File: src/rtl/mdu_pkg.sv
// mdu_pkg: shared constants for the multiply/divide unit.
// Contents:
//   MDU_* op codes       - operation select driven by the decoder
//   ST_*                 - FSM state encoding (IDLE/MUL/DIV/FIX)
//   MDU_DIV0_LO          - LO value produced by a divide by zero
//   mdu_is_div/signed    - op-code classification helpers
package mdu_pkg;

    localparam logic [2:0] MDU_MULT  = 3'd0;
    localparam logic [2:0] MDU_MULTU = 3'd1;
    localparam logic [2:0] MDU_DIV   = 3'd2;
    localparam logic [2:0] MDU_DIVU  = 3'd3;
    localparam logic [2:0] MDU_MTHI  = 3'd4;
    localparam logic [2:0] MDU_MTLO  = 3'd5;

    localparam logic [1:0] ST_IDLE = 2'd0;
    localparam logic [1:0] ST_MUL  = 2'd1;
    localparam logic [1:0] ST_DIV  = 2'd2;
    localparam logic [1:0] ST_FIX  = 2'd3;

    // Divide by zero is not trapped: LO saturates to all ones, HI keeps the dividend.
    localparam logic [31:0] MDU_DIV0_LO = 32'hFFFF_FFFF;

    function automatic logic mdu_is_div(input logic [2:0] op);
        return (op == MDU_DIV) || (op == MDU_DIVU);
    endfunction

    function automatic logic mdu_is_signed(input logic [2:0] op);
        return (op == MDU_MULT) || (op == MDU_DIV);
    endfunction

endpackage

File: src/rtl/mdu_div_core.sv
// mdu_div_core: unsigned restoring radix-2 divider, one quotient bit per step.
// Ports:
//   clk_i, rst_ni   - clock, asynchronous active-low reset
//   load_i          - capture dividend/divisor and clear the partial remainder
//   step_i          - perform one iteration (W steps give the final result)
//   dividend_i      - unsigned dividend
//   divisor_i       - unsigned divisor (must be non-zero; zero is handled by the caller)
//   quotient_o      - quotient, valid after W steps
//   remainder_o     - remainder, valid after W steps
module mdu_div_core #(
    parameter int W = 32
) (
    input  logic         clk_i,
    input  logic         rst_ni,
    input  logic         load_i,
    input  logic         step_i,
    input  logic [W-1:0] dividend_i,
    input  logic [W-1:0] divisor_i,
    output logic [W-1:0] quotient_o,
    output logic [W-1:0] remainder_o
);

    logic [W-1:0] rem_q, rem_d;
    logic [W-1:0] quo_q, quo_d;
    logic [W-1:0] dvs_q, dvs_d;
    logic [W:0]   trial;
    logic [W:0]   diff;

    // The quotient register starts out holding the dividend; each step shifts
    // its top bit into the partial remainder and shifts the new quotient bit in
    // from the bottom. A borrow out of the trial subtraction (diff[W]) means
    // the divisor did not fit, so the remainder is restored.
    always_comb begin
        rem_d = rem_q;
        quo_d = quo_q;
        dvs_d = dvs_q;
        trial = {rem_q, quo_q[W-1]};
        diff  = trial - {1'b0, dvs_q};
        if (load_i) begin
            rem_d = '0;
            quo_d = dividend_i;
            dvs_d = divisor_i;
        end else if (step_i) begin
            if (!diff[W]) begin
                rem_d = diff[W-1:0];
                quo_d = {quo_q[W-2:0], 1'b1};
            end else begin
                rem_d = trial[W-1:0];
                quo_d = {quo_q[W-2:0], 1'b0};
            end
        end
    end

    always_ff @(posedge clk_i or negedge rst_ni) begin
        if (!rst_ni) begin
            rem_q <= '0;
            quo_q <= '0;
            dvs_q <= '0;
        end else begin
            rem_q <= rem_d;
            quo_q <= quo_d;
            dvs_q <= dvs_d;
        end
    end

    assign quotient_o  = quo_q;
    assign remainder_o = rem_q;

endmodule

File: src/rtl/mdu_hilo.sv
// mdu_hilo: MIPS multiply/divide unit with architectural HI/LO registers.
// Runs MULT/MULTU/DIV/DIVU/MTHI/MTLO on the register-file operands from EX.
// Ports:
//   clk_i, rst_ni   - clock, asynchronous active-low reset
//   en_i            - global pipeline enable; all state holds while low
//   start_i         - request a new operation (accepted only when idle and enabled)
//   op_i            - operation code (mdu_pkg MDU_*)
//   src_a_i         - rs operand: dividend / multiplicand / MTHI-MTLO source
//   src_b_i         - rt operand: divisor / multiplier
//   busy_o          - multi-cycle operation in progress
//   done_o          - one-cycle pulse when HI/LO first show a new result
//   hi_o, lo_o      - HI and LO registers
// Build option: MDU_FAST_MUL_EN selects a single-cycle multiplier instead of
// the iterative shift-add multiplier. Division is the same in both builds.
module mdu_hilo
    import mdu_pkg::*;
#(
    parameter int XLEN       = 32,
    parameter int DIV_CYCLES = 32
) (
    input  logic            clk_i,
    input  logic            rst_ni,
    input  logic            en_i,
    input  logic            start_i,
    input  logic [2:0]      op_i,
    input  logic [XLEN-1:0] src_a_i,
    input  logic [XLEN-1:0] src_b_i,
    output logic            busy_o,
    output logic            done_o,
    output logic [XLEN-1:0] hi_o,
    output logic [XLEN-1:0] lo_o
);

    localparam int CW = $clog2(XLEN);

    logic [1:0]        state_q, state_d;
    logic [CW-1:0]     cnt_q, cnt_d;
    logic [XLEN-1:0]   hi_q, hi_d;
    logic [XLEN-1:0]   lo_q, lo_d;
    logic              done_q, done_d;
    logic [XLEN-1:0]   src_a_q, src_a_d;
    logic              is_div_q, is_div_d;
    logic              div_zero_q, div_zero_d;
    logic              res_neg_q, res_neg_d;
    logic              rem_neg_q, rem_neg_d;
    logic [2*XLEN-1:0] prod_q, prod_d;
`ifndef MDU_FAST_MUL_EN
    logic [2*XLEN-1:0] mcand_q, mcand_d;
    logic [XLEN-1:0]   mplier_q, mplier_d;
`endif

    logic            accept;
    logic            a_neg, b_neg;
    logic [XLEN-1:0] mag_a, mag_b;
    logic [XLEN-1:0] quotient, remainder;

    assign accept = en_i && start_i && (state_q == ST_IDLE);

    // Signed ops work on magnitudes; the signs are remembered so FIX can
    // negate the result afterwards.
    assign a_neg = mdu_is_signed(op_i) && src_a_i[XLEN-1];
    assign b_neg = mdu_is_signed(op_i) && src_b_i[XLEN-1];
    assign mag_a = a_neg ? -src_a_i : src_a_i;
    assign mag_b = b_neg ? -src_b_i : src_b_i;

    mdu_div_core #(.W(XLEN)) u_div_core (
        .clk_i       (clk_i),
        .rst_ni      (rst_ni),
        .load_i      (accept && mdu_is_div(op_i)),
        .step_i      (en_i && (state_q == ST_DIV)),
        .dividend_i  (mag_a),
        .divisor_i   (mag_b),
        .quotient_o  (quotient),
        .remainder_o (remainder)
    );

    // Next-state logic. HI/LO change only on MTHI/MTLO accept or on the
    // FIX->IDLE edge, so MFHI during busy reads the previous values.
    always_comb begin
        state_d    = state_q;
        cnt_d      = cnt_q;
        hi_d       = hi_q;
        lo_d       = lo_q;
        done_d     = 1'b0;
        src_a_d    = src_a_q;
        is_div_d   = is_div_q;
        div_zero_d = div_zero_q;
        res_neg_d  = res_neg_q;
        rem_neg_d  = rem_neg_q;
        prod_d     = prod_q;
`ifndef MDU_FAST_MUL_EN
        mcand_d    = mcand_q;
        mplier_d   = mplier_q;
`endif
        case (state_q)
            ST_IDLE: begin
                if (accept) begin
                    cnt_d = '0;
                    case (op_i)
                        MDU_MTHI: hi_d = src_a_i;
                        MDU_MTLO: lo_d = src_a_i;
                        MDU_DIV, MDU_DIVU: begin
                            src_a_d    = src_a_i;
                            is_div_d   = 1'b1;
                            div_zero_d = (src_b_i == '0);
                            res_neg_d  = a_neg ^ b_neg;
                            rem_neg_d  = a_neg;
                            state_d    = ST_DIV;
                        end
                        MDU_MULT, MDU_MULTU: begin
                            is_div_d  = 1'b0;
                            res_neg_d = a_neg ^ b_neg;
`ifdef MDU_FAST_MUL_EN
                            prod_d  = {{XLEN{1'b0}}, mag_a} * {{XLEN{1'b0}}, mag_b};
                            state_d = ST_FIX;
`else
                            prod_d   = '0;
                            mcand_d  = {{XLEN{1'b0}}, mag_a};
                            mplier_d = mag_b;
                            state_d  = ST_MUL;
`endif
                        end
                        default: ;
                    endcase
                end
            end
            ST_MUL: begin
`ifndef MDU_FAST_MUL_EN
                if (mplier_q[0]) begin
                    prod_d = prod_q + mcand_q;
                end
                mcand_d  = mcand_q << 1;
                mplier_d = mplier_q >> 1;
`endif
                cnt_d = cnt_q + 1'b1;
                if (cnt_q == CW'(XLEN - 1)) begin
                    state_d = ST_FIX;
                end
            end
            ST_DIV: begin
                cnt_d = cnt_q + 1'b1;
                if (cnt_q == CW'(DIV_CYCLES - 1)) begin
                    state_d = ST_FIX;
                end
            end
            ST_FIX: begin
                if (is_div_q) begin
                    if (div_zero_q) begin
                        lo_d = XLEN'(MDU_DIV0_LO);
                        hi_d = src_a_q;
                    end else begin
                        lo_d = res_neg_q ? -quotient : quotient;
                        hi_d = rem_neg_q ? -remainder : remainder;
                    end
                end else begin
                    {hi_d, lo_d} = res_neg_q ? -prod_q : prod_q;
                end
                done_d  = 1'b1;
                state_d = ST_IDLE;
            end
            default: state_d = ST_IDLE;
        endcase
    end

    // All state, including the done pulse, is frozen while en_i is low.
    always_ff @(posedge clk_i or negedge rst_ni) begin
        if (!rst_ni) begin
            state_q    <= ST_IDLE;
            cnt_q      <= '0;
            hi_q       <= '0;
            lo_q       <= '0;
            done_q     <= 1'b0;
            src_a_q    <= '0;
            is_div_q   <= 1'b0;
            div_zero_q <= 1'b0;
            res_neg_q  <= 1'b0;
            rem_neg_q  <= 1'b0;
            prod_q     <= '0;
`ifndef MDU_FAST_MUL_EN
            mcand_q    <= '0;
            mplier_q   <= '0;
`endif
        end else if (en_i) begin
            state_q    <= state_d;
            cnt_q      <= cnt_d;
            hi_q       <= hi_d;
            lo_q       <= lo_d;
            done_q     <= done_d;
            src_a_q    <= src_a_d;
            is_div_q   <= is_div_d;
            div_zero_q <= div_zero_d;
            res_neg_q  <= res_neg_d;
            rem_neg_q  <= rem_neg_d;
            prod_q     <= prod_d;
`ifndef MDU_FAST_MUL_EN
            mcand_q    <= mcand_d;
            mplier_q   <= mplier_d;
`endif
        end
    end

    assign busy_o = (state_q != ST_IDLE);
    assign done_o = done_q;
    assign hi_o   = hi_q;
    assign lo_o   = lo_q;

endmodule

File: config.mk
export PLATFORM = sky130hd
export DESIGN_NAME = mdu_hilo
export DESIGN_NICKNAME = d
export VERILOG_FILES = /design/src/rtl/mdu_pkg.sv /design/src/rtl/mdu_div_core.sv /design/src/rtl/mdu_hilo.sv
export SDC_FILE = /design/constraint.sdc
export NUM_CORES = 1
export LEC_CHECK = 0
export CAP_MARGIN = 30
export CORE_ASPECT_RATIO = 2
export CORE_UTILIZATION = 40
export CTS_CLUSTER_SIZE = 16
export DETAILED_ROUTE_END_ITERATION = 6
export GPL_TIMING_DRIVEN = 1
export REMOVE_ABC_BUFFERS = 1
export SLEW_MARGIN = 15
export SYNTH_ARGS = -nofsm -noshare
export SYNTH_HDL_FRONTEND = slang
export SYNTH_HIERARCHICAL = 1
export SYNTH_SLANG_ARGS = --single-unit
File: constraint.sdc
create_clock -name clk_i -period 7.7 [get_ports clk_i]
set_clock_uncertainty 0.2 [all_clocks]
set_input_delay 1.54 -clock clk_i [delete_from_list [all_inputs] [get_ports clk_i]]
set_output_delay 1.54 -clock clk_i [all_outputs]
set_load 0.02 [all_outputs]
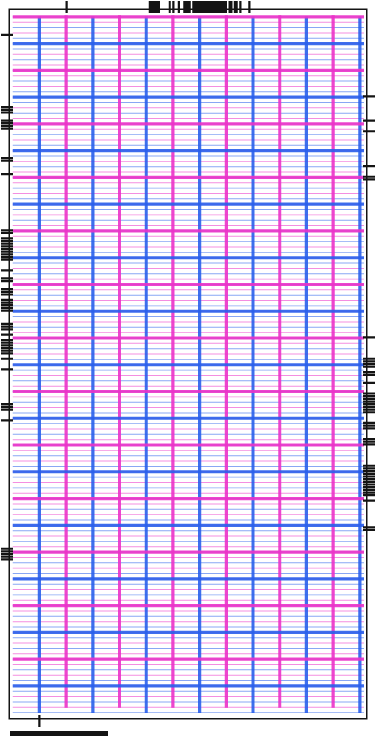
Figure 1: supply network.
Scale bar: 50 um. Pins as bars on the die edge.
[VSS] blue
[VDD] magenta
met1 rails: 131
met5 straps: 26
met4 straps: 13

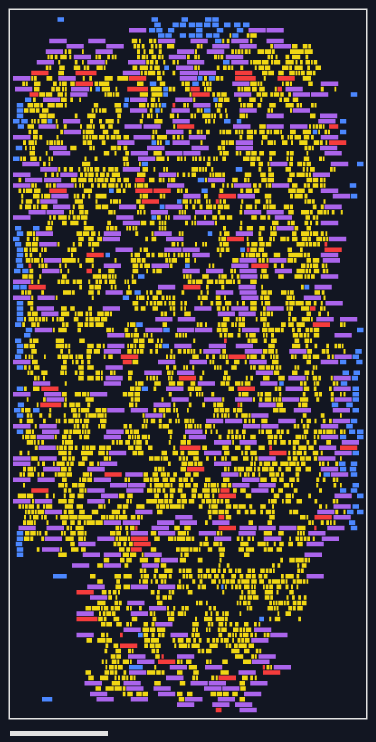
Figure 2: cell classes on the final placement.
Scale bar: 50 um.
[remaining buffers and delay cells] blue | cells: 166
[remaining logic cells] yellow | cells: 2527
[clock drivers and dummy loads] red | cells: 71
[registers] purple | cells: 364

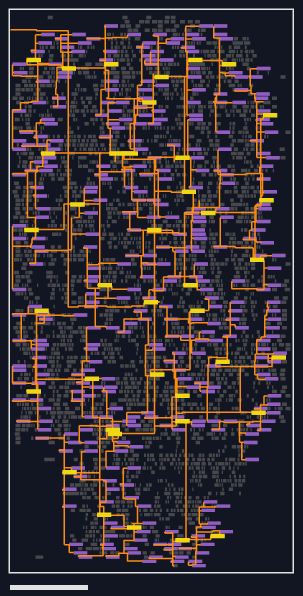
Figure 3: routed clock nets over the placement.
Scale bar: 50 um.
[clock-net drivers] yellow | count: 39
[flip-flops] purple | count: 364
[clock wires] orange | length: 5800 um
flops lie: spread over the die
routed clock nets: 40

==> results.sh <==
# implementation run metrics
export IMPL_fp_dieH_um=360
export IMPL_synth_cells=3059
export IMPL_hold_ws_ns=0.277
export IMPL_worstHoldPathType="reg -> reg"
export IMPL_drt_first_iter_violations=1502
export IMPL_logic_area_mm2=0.0155
export IMPL_ant_nets=0
export IMPL_m1WireLength_um=33400
export IMPL_route_vias_total=23411
export IMPL_grt_pass1_vias=23707
export IMPL_io_buffers=136
export IMPL_synth_top_cells_by_count="nand2_1 (506), o21ai_0 (369), dfrtp_1 (364)"
export IMPL_cp_max_fo=67
export IMPL_r2r_start="state_q[1]"
export IMPL_fin_crit_sh=0.665
export IMPL_top_cells_by_area="dfrtp_1 (36%), nand2_1 (7.4%), o21ai_0 (7.2%)"
export IMPL_synthToLayoutAreaGrowth_pct=13.2
export IMPL_top_cell_area_share=0.356
export IMPL_seq_power_share=0.272
export IMPL_status="completed"
export IMPL_die_area_mm2=0.0651
export IMPL_crit_chain="inv_1 -> ha_1 -> clkinv_2 -> o21ai_0 -> nand2_4 -> clkinv_1 -> nand3_2 -> nor4b_1 -> mux2i_1 -> a22oi_1"
export IMPL_nets=3277
export IMPL_top_area_cell="dfrtp_1"
export IMPL_yosys_cell_count_top_type="nand2_1"
export IMPL_inverters_excl_clock=90
export IMPL_h_tree_depth=2
export IMPL_buffer_area_frac=0.0557
export IMPL_root_buffer="clkbuf_16"
export IMPL_required_ns=7.97
export IMPL_drv_cap=0
export IMPL_end_kind="register"
export IMPL_max_freq_mhz=195
export IMPL_place_gp_congestion=1.01
export IMPL_switchingPower_w=0.00612
export IMPL_cts_sinks=364
export IMPL_r2r_end="prod_q[63]"
export IMPL_routed_via_density=5.96
export IMPL_drcViolationCount=0
export IMPL_grt_max_degree=146
export IMPL_power_share_clock=0.165
export IMPL_antenna_cells=6
export IMPL_buffers=166
export IMPL_largestClassByArea="multi-input combinational cells"
export IMPL_grt_usage=0.285
export IMPL_synth_area_yosys_mm2=0.0256
export IMPL_p_comb_frac=0.562
export IMPL_syn_area_per_cell_um2=8.37
export IMPL_critPathLaunch="state_q[1]"
export IMPL_finalSetupViolations=0
export IMPL_tightest_slew_ns=1.06
export IMPL_netlist_area_mm2=0.0256
export IMPL_yosysSeqAreaShare=0.356
export IMPL_rrSetupSlack_ns=2.58
export IMPL_synthArstFlopShare=1.00
export IMPL_p_per_area_mw_per_mm2=436
export IMPL_gr_total_overflow=0
export IMPL_critPathTopFamily="simple AND/OR/NAND/NOR gates"
export IMPL_drive_above_1_share=0.0518
export IMPL_grt_pass1_wl_um=142000
export IMPL_ff_type="dfrtp_1"
export IMPL_synth_cell_type_count=97
export IMPL_synth_edff_count=0
export IMPL_vdd_drop_max_v=0.000220
export IMPL_leakage_nw=12.7
cells by family (layout without fill, tap and decap cells):
family	after synthesis	in the layout	share of synthesized area
buffers and inverters	258	327	0.0401
AOI/OAI and AO/OA	960	960	0.235
adders and majority gates	108	108	0.0534
xor gates and xnor gates	253	253	0.0865
muxes	142	142	0.0559
other	0	6	0
DFF	364	364	0.356
and+or+nand+nor	974	974	0.173
cell usage in the layout (no fill, tap or decap), types with 57 or more instances in the layout:
| cell | n |
|---|---|
| nand2_1 | 505 |
| dfrtp_1 | 361 |
| clkdlybuf4s50_1 | 135 |
| xnor2_1 | 117 |
| a21oi_1 | 197 |
| ha_1 | 105 |
| nor2_1 | 163 |
| o21ai_0 | 369 |
| inv_1 | 85 |
| o31ai_1 | 57 |
| xor2_1 | 136 |
| mux2i_1 | 135 |
stage by stage:
step	utilization	power, W	setup slack [ns]	instance area, um^2	cells
after detailed placement	0.437	0.0105	2.24	27600	3848
after global placement	0.437	0.0103	2.28	27600	3847
final	0.459	0.0126	2.58	29000	3926
after floorplan	-	0.00799	0.503	24900	2891
after global routing	0.459	0.0134	2.18	29000	3923
after CTS	0.459	0.0126	2.53	29000	3919
worst min path at each step:
stage	to	slack, ns	cells after the start
finish	mplier_q[2]	0.28	2
detailed placement	src_a_q[2]	0.26	2
floorplan	mplier_q[31]	0.24	2
global route	src_a_q[10]	0.30	2
CTS	hi_o[30]	0.28	2
global placement	src_a_q[16]	0.26	2
layer usage:
layer	track usage	up-vias
li1	-	11047
met1	0.293	11357
met2	0.530	759
met3	0.0287	244
met4	0.208	4
met5	0	-
No activity file was given, so power comes from the tool's default toggle rates.
